io_placement.png
Scale: 8 px per um. Pins as bars across the die edge, other pins in gray.
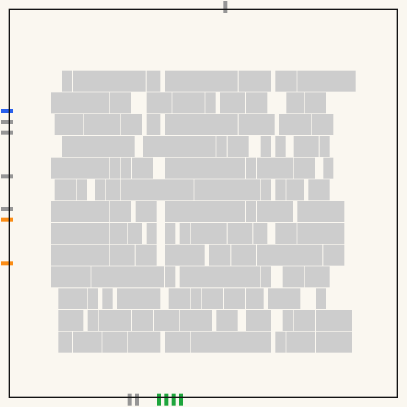
placement_by_type.png
Scale: 12 px per um.
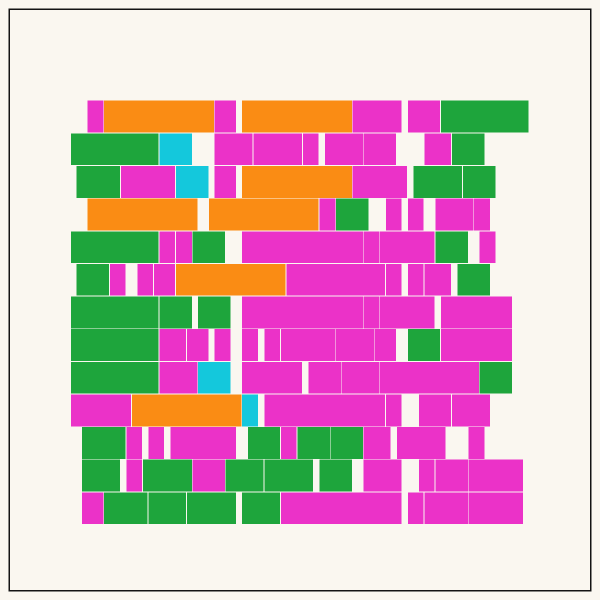
==> config.mk <==
export PLATFORM = sky130hd
export DESIGN_NAME = onehot_rr_arbiter_flat
export DESIGN_NICKNAME = d
export VERILOG_FILES = /design/src/rtl/onehot_rr_arbiter_if.sv /design/src/rtl/onehot_rr_arbiter.sv /design/src/flat_wrapper.sv
export SDC_FILE = /design/constraint.sdc
export NUM_CORES = 1
export LEC_CHECK = 0
export CAP_MARGIN = 10
export CORE_MARGIN = 5
export CORE_UTILIZATION = 50
export DETAILED_ROUTE_END_ITERATION = 16
export PLACE_DENSITY_LB_ADDON = 0.2
export SLEW_MARGIN = 20
export SYNTH_ARGS = -nofsm -noshare
export SYNTH_HDL_FRONTEND = slang
export SYNTH_SLANG_ARGS = --single-unit
==> constraint.sdc <==
create_clock -name clk_i -period 4.1 [get_ports clk_i]
set_input_delay 1.025 -clock clk_i [delete_from_list [all_inputs] [get_ports clk_i]]
set_output_delay 1.025 -clock clk_i [all_outputs]
set_load 0.05 [all_outputs]
==> impl_metrics.env <==
# yosys + openroad results
export IMPL_busiest_layer="met2"
export IMPL_reg2reg_depth=10
export IMPL_ys_sh_aoi=0.2828
export IMPL_swShare=0.4765
export IMPL_yosys_cells=81
export IMPL_cp_start_kind="primary input"
export IMPL_cts_buffers=3
export IMPL_worst_hold_path_type="flop to flop"
export IMPL_worst_path_stages=9
export IMPL_cts_sinks=7
export IMPL_buffer_area_frac=0.2875
export IMPL_max_clock_freq_mhz=251.3
export IMPL_sequentialPowerShare=0.133
export IMPL_tritoncts="built"
export IMPL_vias=808
export IMPL_status="finished clean"
export IMPL_leakage_nw=0.4990
export IMPL_area_leaders="dfrtp_1, ha_1, a32oi_2, nand2_1, a2111oi_2"
export IMPL_fp_util=0.5440
export IMPL_grt_start_max_net_pins=15
export IMPL_port_buffers=13
export IMPL_syn_area_um2=734.5
export IMPL_syn_inst=81
export IMPL_skew_ps=3.030
export IMPL_placed_area_mm2=0.001066
export IMPL_synth_edff_count=0
export IMPL_inverters=8
export IMPL_diodes=0
export IMPL_power_switching_w=0.0003953
export IMPL_final_cells=130
export IMPL_wirelength_um=2439
export IMPL_cts_root_buf="clkbuf_4"
export IMPL_clock_latency_ps=250
export IMPL_hold_depth=1
export IMPL_seqCellArea_um2=175.2
export IMPL_yosys_area_share_simple=0.2164
export IMPL_dominant_cells="logic gates"
export IMPL_final_cell_mix="buf_4, nand2_1, inv_1, dfrtp_1"
export IMPL_synthTopCellsByCount="nand2_1, inv_1, dfrtp_1"
export IMPL_use_met1=0.2613
export IMPL_xor_share=0
export IMPL_clockPowerShare=0.078
export IMPL_yosysUniqueCellTypes=32
export IMPL_wl_met2_um=1301
export IMPL_comb_share=0.5026
export IMPL_top_cell_area_share=0.2385
export IMPL_warning_count=31
export IMPL_ys_area_um2=734.5
export IMPL_slew_headroom=0.5776
export IMPL_setup_slack_ps=120.0
export IMPL_use_met3=0.04587
export IMPL_track_usage=0.2243
export IMPL_path_delay_family="buffers and inverters"
export IMPL_cp_cell_sequence="dlygate4sd2_1 > buf_6 > mux4_2 > buf_6 > o21a_1 > a32oi_4 > nand2b_4 > nand2b_4 > buf_12"
export IMPL_grt_overflow=0
export IMPL_top_cell="nand2_1"
export IMPL_grtUsageMet2=0.3935
export IMPL_chipArea_mm2=0.002335
export IMPL_comb_cells=64
export IMPL_arrival_ps=2950
export IMPL_dr_wl_met3_um=116
export IMPL_taps=15
export IMPL_async_flop_share=1.000
export IMPL_power_leader="combinational logic"
export IMPL_post_cts_buffers=5
export IMPL_power_per_cell_area_mw_per_mm2=695.8
export IMPL_grt_pass1_vias=881
export IMPL_post_route_min_period_ps=3980
export IMPL_cp_num_buf_inv=4
export IMPL_setup_worst_path_end_class="output pin"
export IMPL_drv_cap=0
export IMPL_fin_hold_ws_ps=511.3
export IMPL_rsz0062_at_grt="false"
export IMPL_hold_violations=0
export IMPL_nNetsFinal=129
export IMPL_dp_hpwl_um=1574
export IMPL_place_gp_congestion=0.8745
export IMPL_buffers_excl_clock=32
export IMPL_grt_pass1_wl_um=4222
export IMPL_intPower_w=0.0004343
export IMPL_viasPerCell=6.215
export IMPL_fin_total_pwr_w=0.0008297
export IMPL_path_clk_slew_ps=50
export IMPL_highest_layer="met4"
export IMPL_drtIter0Drc=19
export IMPL_ys_sh_adder=0.1022
export IMPL_slowest_delay_ps=520
export IMPL_cp_max_fo=7
export IMPL_setup_viol=0
export IMPL_num_io_pins=14
Back to the opening pictures, io_placement.png:
| color | port | pins | direction | edge |
|---|---|---|---|---|
| blue | clk_i | 1 | input | west |
| orange | bus_gnt_idx_o | 2 | output | west |
| green | bus_req_i | 4 | input | south |
all pins by edge: 7 west, 6 south, 1 north
DIE WIDTH: 48.33 um
Die H: 48.33 um

Back to the opening pictures, placement_by_type.png:
| color | class | cells | share of their area |
|---|---|---|---|
| green | other buffers and delay cells | 32 | 29% |
| cyan | clock drivers and dummy loads | 4 | 2.2% |
| magenta | combinational and other logic | 72 | 54% |
| orange | flops | 7 | 15% |
design area: 0.001192 mm^2
Seq/total area: 0.1469
Rows: 13
Core Region: 0.001350 mm^2

